<file path="config.mk">
export PLATFORM = sky130hd
export DESIGN_NAME = ccff_chain_loader
export DESIGN_NICKNAME = d
export VERILOG_FILES = /design/src/rtl/ccff_chain_loader.sv
export SDC_FILE = /design/constraint.sdc
export NUM_CORES = 1
export LEC_CHECK = 0
export CORE_MARGIN = 3
export CORE_UTILIZATION = 50
export CTS_BUF_LIST = sky130_fd_sc_hd__clkbuf_2 sky130_fd_sc_hd__clkbuf_4 sky130_fd_sc_hd__clkbuf_8
export CTS_CLUSTER_SIZE = 20
export DETAILED_ROUTE_END_ITERATION = 8
export PLACE_DENSITY = 0.75
export REMOVE_ABC_BUFFERS = 1
export SLEW_MARGIN = 20
export SYNTH_ARGS = -nofsm -noshare
export SYNTH_HDL_FRONTEND = slang
export SYNTH_SLANG_ARGS = --single-unit
export TNS_END_PERCENT = 10
</file>
<file path="constraint.sdc">
create_clock -name clk_i -period 2.35 [get_ports clk_i]
set_input_delay 0.3525 -clock clk_i [delete_from_list [all_inputs] [get_ports clk_i]]
set_output_delay 0.3525 -clock clk_i [all_outputs]
set_load 0.05 [all_outputs]
</file>
<file path="src/rtl/ccff_chain_loader.sv">
// ccff_chain_loader: serializes configuration words LSB-first into a CCFF
// chain head for exactly CHAIN_LEN shift cycles, and rebuilds the bits that
// emerge from the chain tail into readback words.
module ccff_chain_loader #(
   parameter int CHAIN_LEN = 7,
   parameter int WORD_W    = 8,
   parameter int CNT_W     = $clog2(CHAIN_LEN + 1)
) (
   input  logic              clk_i,
   input  logic              rst_i,
   input  logic              start_i,
   input  logic              abort_i,
   input  logic [WORD_W-1:0] wr_data_i,
   input  logic              wr_valid_i,
   output logic              wr_ready_o,
   output logic              ccff_head_o,
   output logic              ccff_shift_en_o,
   input  logic              ccff_tail_i,
   output logic [WORD_W-1:0] rd_data_o,
   output logic              rd_valid_o,
   output logic              busy_o,
   output logic              done_o
);

   localparam int IDX_W = (WORD_W > 1) ? $clog2(WORD_W) : 1;

   typedef enum logic [1:0] {
      S_IDLE,
      S_FETCH,
      S_SHIFT,
      S_DONE
   } state_t;

   state_t            state;
   logic [WORD_W-1:0] shreg;
   logic [WORD_W-1:0] rd_buf;
   logic [WORD_W-1:0] cap_word;
   logic [CNT_W-1:0]  bit_cnt;
   logic [CNT_W-1:0]  bit_cnt_nxt;
   logic [IDX_W-1:0]  word_idx;

   // Readback word including the tail bit being captured this cycle.
   always_comb begin
      cap_word           = rd_buf;
      cap_word[word_idx] = ccff_tail_i;
      bit_cnt_nxt        = bit_cnt + CNT_W'(1);
   end

   // Load FSM: head/shift_en are registered so the bit for shift k is
   // presented during the cycle whose closing edge makes the chain shift.
   always_ff @(posedge clk_i) begin
      if (rst_i) begin
         state           <= S_IDLE;
         shreg           <= '0;
         rd_buf          <= '0;
         bit_cnt         <= '0;
         word_idx        <= '0;
         wr_ready_o      <= 1'b0;
         ccff_head_o     <= 1'b0;
         ccff_shift_en_o <= 1'b0;
         rd_data_o       <= '0;
         rd_valid_o      <= 1'b0;
         busy_o          <= 1'b0;
         done_o          <= 1'b0;
      end else begin
         rd_valid_o <= 1'b0;
         if (abort_i) begin
            // Partial readback and any word handshaken this cycle are dropped.
            state           <= S_IDLE;
            wr_ready_o      <= 1'b0;
            ccff_head_o     <= 1'b0;
            ccff_shift_en_o <= 1'b0;
            busy_o          <= 1'b0;
            done_o          <= 1'b0;
         end else begin
            case (state)
               S_IDLE, S_DONE: begin
                  if (start_i) begin
                     state      <= S_FETCH;
                     bit_cnt    <= '0;
                     word_idx   <= '0;
                     rd_buf     <= '0;
                     wr_ready_o <= 1'b1;
                     busy_o     <= 1'b1;
                     done_o     <= 1'b0;
                  end
               end
               S_FETCH: begin
                  if (wr_valid_i && wr_ready_o) begin
                     state           <= S_SHIFT;
                     ccff_head_o     <= wr_data_i[0];
                     shreg           <= wr_data_i >> 1;
                     ccff_shift_en_o <= 1'b1;
                     wr_ready_o      <= 1'b0;
                     word_idx        <= '0;
                     rd_buf          <= '0;
                  end
               end
               S_SHIFT: begin
                  bit_cnt <= bit_cnt_nxt;
                  rd_buf  <= cap_word;
                  if (bit_cnt_nxt == CNT_W'(CHAIN_LEN)) begin
                     // Upper bits of a final partial word are never shifted.
                     state           <= S_DONE;
                     ccff_head_o     <= 1'b0;
                     ccff_shift_en_o <= 1'b0;
                     rd_data_o       <= cap_word;
                     rd_valid_o      <= 1'b1;
                     busy_o          <= 1'b0;
                     done_o          <= 1'b1;
                  end else if (word_idx == IDX_W'(WORD_W - 1)) begin
                     state           <= S_FETCH;
                     ccff_head_o     <= 1'b0;
                     ccff_shift_en_o <= 1'b0;
                     wr_ready_o      <= 1'b1;
                     rd_data_o       <= cap_word;
                     rd_valid_o      <= 1'b1;
                  end else begin
                     word_idx    <= word_idx + IDX_W'(1);
                     ccff_head_o <= shreg[0];
                     shreg       <= shreg >> 1;
                  end
               end
               default: state <= S_IDLE;
            endcase
         end
      end
   end

endmodule

</file>
==> reports/results.txt <==
status: finished clean
worst r2r src: state[0]
Top Layout Cells: dfxtp_1, clkdlybuf4s50_1, a21oi_1, mux2i_1
Largest regs: rd_buf: 8 flops, rd_data_o: 8 flops, shreg: 7 flops
Routed WL: 3980 µm
Hold Path Sink: rd_buf[7]
yosys cell count: 196
fmax: 489 MHz
vias in the first global route: 1563
reg2reg path depth: 6
final setup violation count: 0
Initial Util: 0.529
IO buf count: 27
grt total ovfl: 0
most numerous logic cell after layout: dfxtp_1
final std cells w/o fill: 267
Adder Share, Synth: 0.0485
Gate power share: 0.109
slowest library cell on the worst path: nor2b_1
net switching power: 0.276 mW
Rel. slew slack: 0.649
Top Consumer: registers
Seq. pwr: 0.644 mW
hold path startpoint: rd_buf[7]
Sw Share: 0.253
Multi-Input Combinational: 139
final tally of max-slew violations: 0
mapped cell area: 1810 µm²
met2 routed WL: 1960 µm
initial antenna violation count: 0
Seq/Total Area, Yosys: 0.410
Cell Type Count: 40
Synth area leader: dfxtp_1
clk sinks: 37
Non-clock inverters: 5
Die ar.: 4370 µm²
final core utilization: 0.631
Tapcells: 46
Ports: 28
crit path capture type: flip-flop
Met1 Routed Length: 1830 µm
M3 GR Usage: 0.0442
Synth top cell by count: dfxtp_1
worst reg2reg endpoint: word_idx[0]
total placed instance area: 2100 µm²
via count: 1529
Worst EP arrival: 2.26 ns
buffer share of cell area: 0.143
core area: 3420 µm²
area share, top type: 0.410
Figure 1. Clock routing.
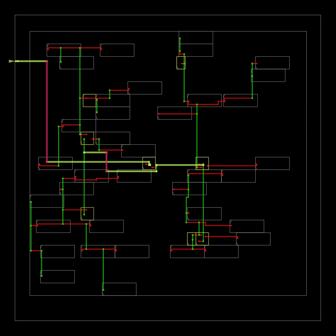
P_clk: 0.328 mW
Setup Skew: 0.00871 ns
Num CTS Buffers: 5
clk_lat worst skew: 0.33 ns
sequential cells: 37

Figure 2. Logic cells by family.
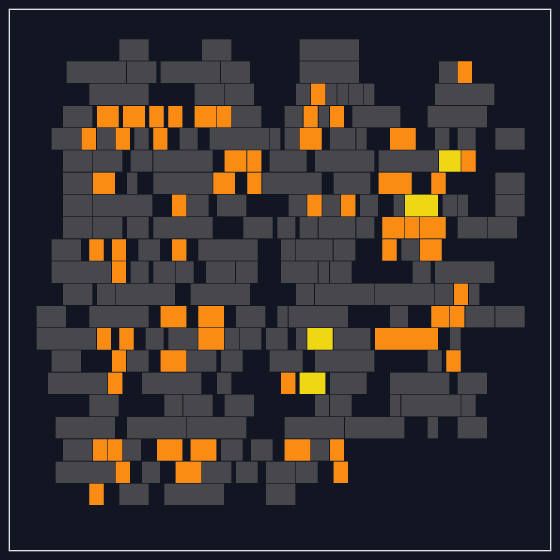
inverting AOI/OAI gates: shown in orange, cells 59, most used a21oi_1, where all over the die. AND-OR and OR-AND gates: shown in yellow, cells 4, most used a22o_1.

Figure 3. Clock network drawn from the DEF.
The bar under the picture is 20 µm long.
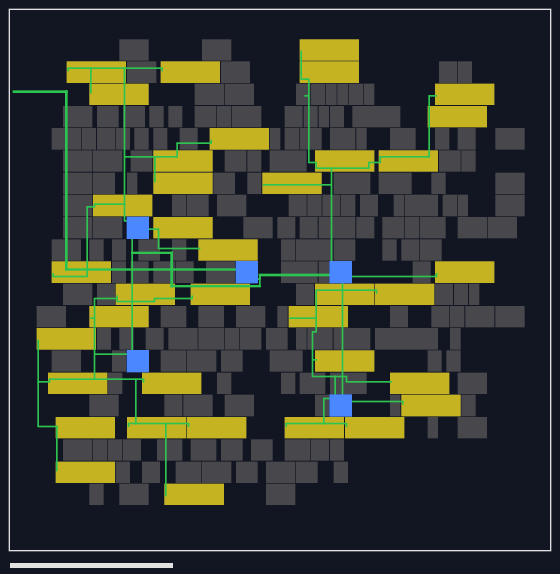
clock wires: shown in green, length 410 µm. cells driving clock nets: shown in blue, count 5. flip-flops: shown in yellow, count 37.
Position of the flops: all over the die. There are 6 routed clock nets.

Figure 4. Wiring by layer.
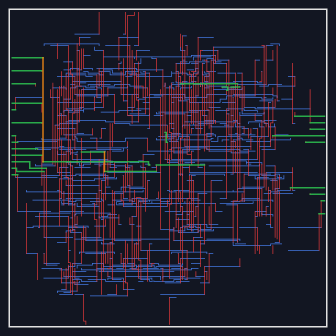
met3: shown in green, wire length 167 µm. met2: shown in red, wire length 1960 µm. met4: shown in orange, wire length 25.8 µm. met1: shown in blue, wire length 1830 µm.

Figure 5. Port wiring.
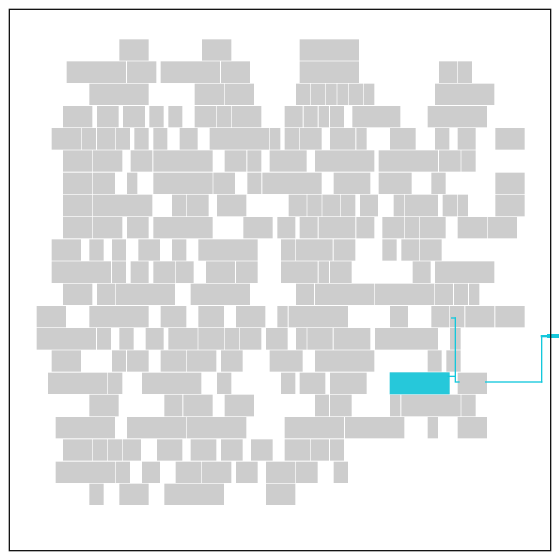
`busy_o`: shown in cyan, bits 1, direction output, edge right, end cells 1, buffers 1, wire 22.9 µm.

No activity file was given, so power comes from the tool's default toggle rates.
